==> run_1/m1.png <==
Scale: 2 px per um.
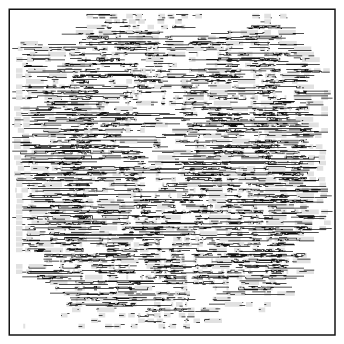
==> run_1/m2.png <==
Scale: 3 px per um.
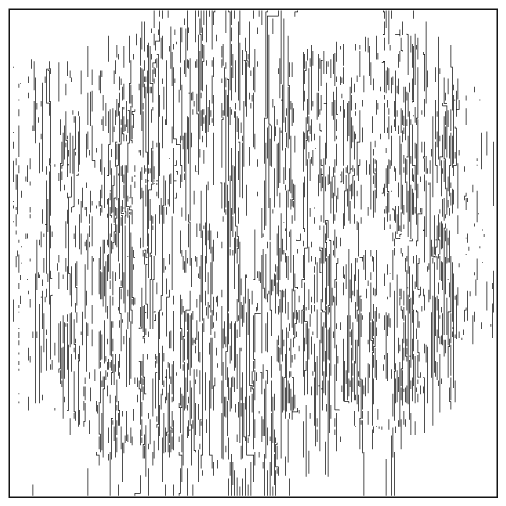
==> run_1/m3.png <==
Scale: 1.5 px per um.
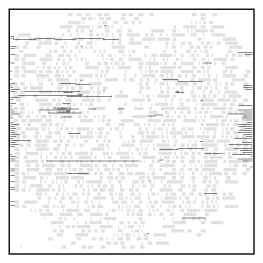
==> config.mk <==
export PLATFORM = sky130hd
export DESIGN_NAME = hwpe_stream_addrgen_realign
export DESIGN_NICKNAME = d
export VERILOG_FILES = /design/src/rtl/hwpe_stream_addrgen_realign.sv
export SDC_FILE = /design/constraint.sdc
export NUM_CORES = 1
export LEC_CHECK = 0
export ABC_CLOCK_PERIOD_IN_PS = 10520
export CELL_PAD_IN_SITES_DETAIL_PLACEMENT = 1
export CELL_PAD_IN_SITES_GLOBAL_PLACEMENT = 2
export CORE_UTILIZATION = 36
export CTS_BUF_LIST = sky130_fd_sc_hd__clkbuf_16
export DETAILED_ROUTE_END_ITERATION = 10
export PLACE_DENSITY = 0.89
export SYNTH_ARGS = -nofsm -noshare
export SYNTH_HDL_FRONTEND = slang
export SYNTH_SLANG_ARGS = --single-unit
==> constraint.sdc <==
create_clock -name clk_i -period 10.52 [get_ports clk_i]
set_input_delay 1.578 -clock clk_i [delete_from_list [all_inputs] [get_ports clk_i]]
set_output_delay 1.578 -clock clk_i [all_outputs]
set_load 0.02 [all_outputs]
==> impl_metrics.env, run 1 <==
# flow metrics
export IMPL_status="completed"
export IMPL_first_iter_violations=441
export IMPL_ff_type="dfrtp_1"
export IMPL_portBuffers=139
export IMPL_synth_area_per_cell_um2=8.90
export IMPL_rows=58
export IMPL_skew_ns=0.0123
export IMPL_synthArstFlopShare=1.00
export IMPL_io_pins=144
export IMPL_warnings=29
export IMPL_die_h_um=162
export IMPL_rr_worst_depth=13
export IMPL_post_route_drc_count=0
export IMPL_synth_cells=1038
export IMPL_period_needed_ns=6.31
export IMPL_syn_area_um2=9230
export IMPL_worst_pin_slew_ns=0.956
export IMPL_hp_class="reg -> reg"
export IMPL_coreArea_um2=25200
export IMPL_setup_tns_ns=0
export IMPL_p_per_area_nw_per_um2=135
export IMPL_rsz0062_at_grt="false"
export IMPL_top_area_frac=0.352
export IMPL_yosys_area_top_type="dfrtp_1"
export IMPL_yosys_top_cells_count="130 x dfrtp_1, 86 x nand2_1, 82 x nor2_1"
export IMPL_slowest_stage="nor3b_1"
export IMPL_maxSlewViolCount=0
export IMPL_yosysWarnings=0
export IMPL_drt_first_pass_iters=5
export IMPL_numCtsBuffers=17
export IMPL_grt_pass1_vias=8707
export IMPL_final_cells=1502
export IMPL_clk_latency_ns=0.42
export IMPL_worstHoldPathCells=1
export IMPL_cp_arrival_ns=4.73
export IMPL_finalCritPeriodShare=0.600
export IMPL_yosysChipArea_um2=9230
export IMPL_yosys_cells=1038
export IMPL_cts_resized=0
export IMPL_gr_total_overflow=0
export IMPL_finalInstanceArea_um2=11600
export IMPL_ys_types=81
export IMPL_ir_worst_vdd_v=0.0000911
export IMPL_grt_use_total=0.226
export IMPL_timing_fmax_mhz=158
export IMPL_crit_fanout=8
export IMPL_cp_start_kind="flip-flop"
export IMPL_leakage_nw=4.98
export IMPL_grt_max_degree=73
export IMPL_grt_pass1_wl_um=46600
export IMPL_cts_tree="done"
export IMPL_crit_chain="ha_1, fa_1, a21o_1, a21oi_1, o21ai_0, a221oi_1, o21ai_0, a21oi_1, nor3b_1, o21ai_0, a21oi_1, clkdlybuf4s50_1"
export IMPL_fp_util=0.367
export IMPL_fill_cells=2921
export IMPL_synthAoiAreaFrac=0.234
export IMPL_num_nets_final=1314
export IMPL_finalHoldViolations=0
export IMPL_fp_dieW_um=162
export IMPL_ys_ff=130
export IMPL_cp_required_ns=8.94
export IMPL_slowest_delay_ns=0.67
export IMPL_cp_end_kind="primary output"
export IMPL_hold_buffers=0
export IMPL_n_antenna_cell=0
export IMPL_hold_slack_ns=0.513
export IMPL_drive_above_1_share=0.0478
## Picture notes: m1.png
The layer holds 47% of the routed length. 1185 nets have wire on it. The longest straight run is 50.6 um. The wires run mostly horizontal. The layer carries 13700 um of wire.
grt met1 use: 0.305
vias: 8493
Total Wirelength: 29000 um

## Picture notes: m2.png
The longest straight run is 55.6 um. 1146 nets have wire on it. The layer carries 14100 um of wire. The layer holds 49% of the routed length.
grt met2 use: 0.386

## Picture notes: m3.png
105 nets have wire on it. The layer carries 885 um of wire. The wires run mostly horizontal. The layer holds 3.1% of the routed length.
GRT met3 Usage: 0.0278

## run 1: cells by family after synthesis
logic type               after synthesis
AND-OR/OR-AND                        312
XOR/XNOR                             100
adder cells (fa/ha/maj)               54
buffers and inverters                 75
flip-flops                           130
multiplexers                          10
other                                  1
AND/OR/NAND/NOR                      356
## run 1: area by class of cell
cell class	count	area (um^2)	share of cell area
clock buffers	17	425	0.0367
clock inverters	15	238	0.0205
inverters	28	105	0.00907
multi-input cells	834	5700	0.492
flip-flops and latches	130	3250	0.281
well taps	330	413	0.0356
repair buffers	148	1460	0.126
## run 1: cells in the final DEF (no fill, tap or decap), types with 14 or more instances in the layout
cell type and instances:
clkdlybuf4s50_1 138, dfrtp_1 130, nand2_1 86, nor2_1 81
a22o_1 69, a21oi_1 62, o21ai_0 55, ha_1 52
xnor2_1 51, xor2_1 49, nand3_1 36, inv_1 28
nor4_1 19, a21o_1 19, nor3_1 18, o31ai_1 17
clkbuf_16 17, nand4_1 14
## run 1: metrics by stage
stage          worst slack (ns)  power, mW
2_1_floorplan              5.74      0.767
3_3_place_gp               4.59      0.887
3_5_place_dp               4.57      0.897
4_1_cts                    4.12       1.59
6_report                   4.21       1.57
5_1_grt                    3.78       1.64
## run 1: report_power, final
group | total (mW) | internal (mW) | switching, mW
sequential | 0.564 | 0.527 | 0.0363
clock | 0.680 | 0.443 | 0.237
combinational | 0.325 | 0.144 | 0.181
total | 1.57 | 1.11 | 0.454
## run 1: worst max-delay path, delay by kind of cell (launching register included)
family          cells  cell delay (ns)
compound gates      8             1.86
fa+ha+maj           2             0.68
simple gates        1             0.67
buf+inv             1             0.65
flops               1             0.46
## run 1: per-layer routing
layer  vias to the layer above  share of wire  track usage
met3                        18          0.030       0.0278
li1                       4103              -            -
met5                         -              0            0
met2                       157           0.49        0.386
met1                      4215           0.47        0.305
met4                         0         0.0090       0.0489
==> run 1 -> run 2 <==
ABC_CLOCK_PERIOD_IN_PS = 5800   (was 10520)
CORE_UTILIZATION = 30   (was 36)
PLACE_DENSITY = 0.8   (was 0.89)
clock period = 5.8 ns   (was 10.52 ns; I/O delays follow)
==> run 2 against run 1 <==
- final cell count increased by 4.2%
- synthesized cell count unchanged
- combinational power increased by 82%
- global-route usage decreased by 3.1 points
- clock skew decreased by 0.0022 ns
- setup slack got worse by 3.8 ns
==> impl_metrics.env, run 2 <==
# flow metrics
export IMPL_warnings=29
export IMPL_finalHoldViolations=0
export IMPL_ys_types=81
export IMPL_top_area_frac=0.352
export IMPL_portBuffers=139
export IMPL_lay_top_count="clkdlybuf4s50_1"
export IMPL_hold_slack_ns=0.495
export IMPL_edf_count=0
export IMPL_via_per_inst=5.46
export IMPL_relSlewSlack=0.416
export IMPL_drv_cap=0
export IMPL_die_area_um2=31500
export IMPL_drt_first_pass_iters=5
export IMPL_most_common_cell="dfrtp_1"
export IMPL_timing_fmax_mhz=186
export IMPL_worst_pin_slew_ns=0.875
export IMPL_cts_resized=0
export IMPL_antenna_found_initial=0
export IMPL_p_per_area_nw_per_um2=231
export IMPL_rsz0062_at_grt="false"
export IMPL_dp_hpwl_um=22200
export IMPL_synthArstFlopShare=1.00
export IMPL_cp_end_kind="primary output"
export IMPL_clk_pin_slew_ns=0.07
export IMPL_cts_max_path_buffers=2
export IMPL_fill_cells=3477
export IMPL_ys_ff=130
export IMPL_topCellsByArea="dfrtp_1 35%, ha_1 7.0%, a22o_1 6.5%"
export IMPL_skew_ns=0.0101
export IMPL_leakage_nw=4.95
export IMPL_yosysWarnings=0
export IMPL_detail_route_antenna_nets=0
export IMPL_syn_area_um2=9230
export IMPL_path_class="reg -> out"
export IMPL_cts_tree="done"
export IMPL_cts_setup_buffers=0
export IMPL_yosys_cells=1038
export IMPL_hp_class="in -> async"
export IMPL_drive_above_1_share=0.0502
export IMPL_fin_util=0.387
export IMPL_rows=63
export IMPL_grt_pass1_vias=8784
export IMPL_cp_required_ns=4.93
export IMPL_io_pins=144
export IMPL_num_nets_final=1317
export IMPL_gr_total_overflow=0
export IMPL_grt_max_degree=76
export IMPL_postSynthSeqShare=0.352
export IMPL_post_route_drc_count=0
export IMPL_maxSlewViolCount=0
export IMPL_crit_fanout=8
export IMPL_status="completed"
export IMPL_first_iter_violations=386
export IMPL_yosys_top_cells_count="130 x dfrtp_1, 86 x nand2_1, 82 x nor2_1"
export IMPL_setup_viol=0
export IMPL_fp_dieW_um=177
export IMPL_yosys_area_top_type="dfrtp_1"
export IMPL_ir_worst_vdd_v=0.000209
export IMPL_cp_start_kind="flip-flop"
export IMPL_coreArea_um2=30000
export IMPL_htree_num_levels=4
export IMPL_pre_cts_slack_ns=0.876
export IMPL_clk_latency_ns=0.43
export IMPL_clkSinkCount=130
export IMPL_setup_ws_ns=0.428
export IMPL_synthToLayoutAreaGrowth_pct=25.6
export IMPL_gp_congestion=0.835
export IMPL_finalCritPeriodShare=0.926
export IMPL_clockRootBuffer="clkbuf_16"
export IMPL_setup_tns_ns=0
export IMPL_hold_buffers=0
export IMPL_fp_util=0.308
export IMPL_ff2ff_setup_slack_ns=1.39
export IMPL_ff_type="dfrtp_1"
export IMPL_synth_cells=1038
export IMPL_yosysChipArea_um2=9230
export IMPL_most_common_layout_cells="138 x clkdlybuf4s50_1, 130 x dfrtp_1, 86 x nand2_1"
export IMPL_n_antenna_cell=0
export IMPL_synth_area_per_cell_um2=8.90
export IMPL_power_mw=2.68
export IMPL_rr_worst_depth=13
export IMPL_die_h_um=177
export IMPL_numCtsBuffers=17
export IMPL_cp_arrival_ns=4.50
export IMPL_period_needed_ns=5.37
export IMPL_grt_pass1_wl_um=47700
[run 2: cell counts after synthesis]
No cell type changed its count.
[run 2: kinds of logic after synthesis]
family / Yosys count / share of synthesized area
AND/OR/NAND/NOR: 356 / 0.199
other: 1 / 0.000406
buffers and inverters: 75 / 0.0333
multiplexers: 10 / 0.0110
flip-flops: 130 / 0.352
XOR/XNOR: 100 / 0.0949
adder cells (fa/ha/maj): 54 / 0.0748
AND-OR/OR-AND: 312 / 0.234
[run 2: critical path: stages, from the launching register on]
cell and delay, ns:
dfrtp_1 0.46, ha_1 0.27, fa_1 0.42, a21o_1 0.18
a21oi_1 0.27, o21ai_0 0.22, a221oi_1 0.45, o21ai_0 0.20
a21oi_1 0.21, nor3b_1 0.22, buf_4 0.19, o21ai_0 0.09
a21oi_1 0.23, clkdlybuf4s50_1 0.66
[run 2: per-stage QoR]
stage / area (um^2) / cells
after floorplan: 9240 / 1039
after global placement: 11000 / 1533
after detailed placement: 11000 / 1533
after CTS: 11600 / 1565
after global routing: 11600 / 1565
final: 11600 / 1565
[run 2: cell type report]
class	count	area (um^2)	area share
Clock buffer	17	425	0.0367
Clock inverter	15	143	0.0123
Inverter	28	105	0.00906
Multi-Input combinational cell	834	5700	0.492
Sequential cell	130	3250	0.281
Tap cell	390	488	0.0421
Timing Repair Buffer	151	1480	0.128
[run 2: metal layers]
metal  global-route usage  vias up  part of all wire
met2                0.319      159              0.47
met1                0.263     4240              0.48
li1                     -     4113                 -
met3               0.0313       26             0.035
met4               0.0548        0             0.016
met5                    0        -                 0
[run 2: power by group]
| part | total [mW] | leakage (nW) | switching (mW) | internal [mW] |
|---|---|---|---|---|
| combinational | 0.591 | 2.92 | 0.327 | 0.264 |
| clock | 1.06 | 0.266 | 0.436 | 0.627 |
| sequential | 1.02 | 1.76 | 0.0668 | 0.956 |
| total | 2.68 | 4.95 | 0.830 | 1.85 |
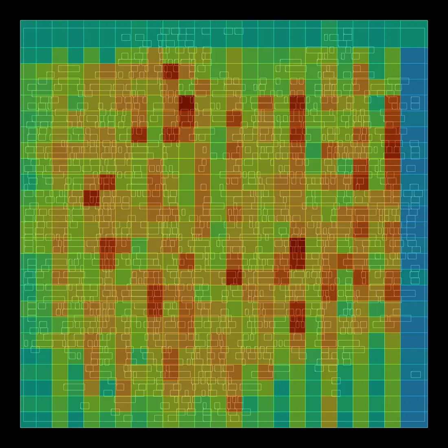
(run_2/congestion_map.png)
Global Route Usage Sum: 0.195
grt met1 use: 0.263
routed len/inst: 18.9 um
GRT met3 Usage: 0.0313
gr busiest metal: met2

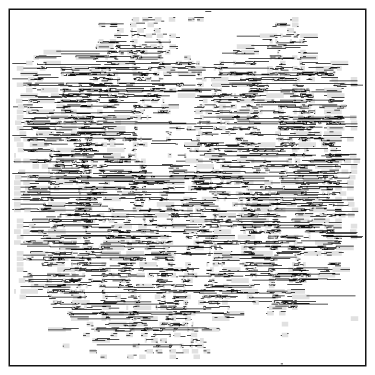
(run_2/m1.png)
Scale: 2 px per um.
The layer holds 48% of the routed length. The wires run mostly horizontal. 1182 nets have wire on it.
vias: 8538
Total Wirelength: 29500 um

Power and IR drop assume default switching activity.
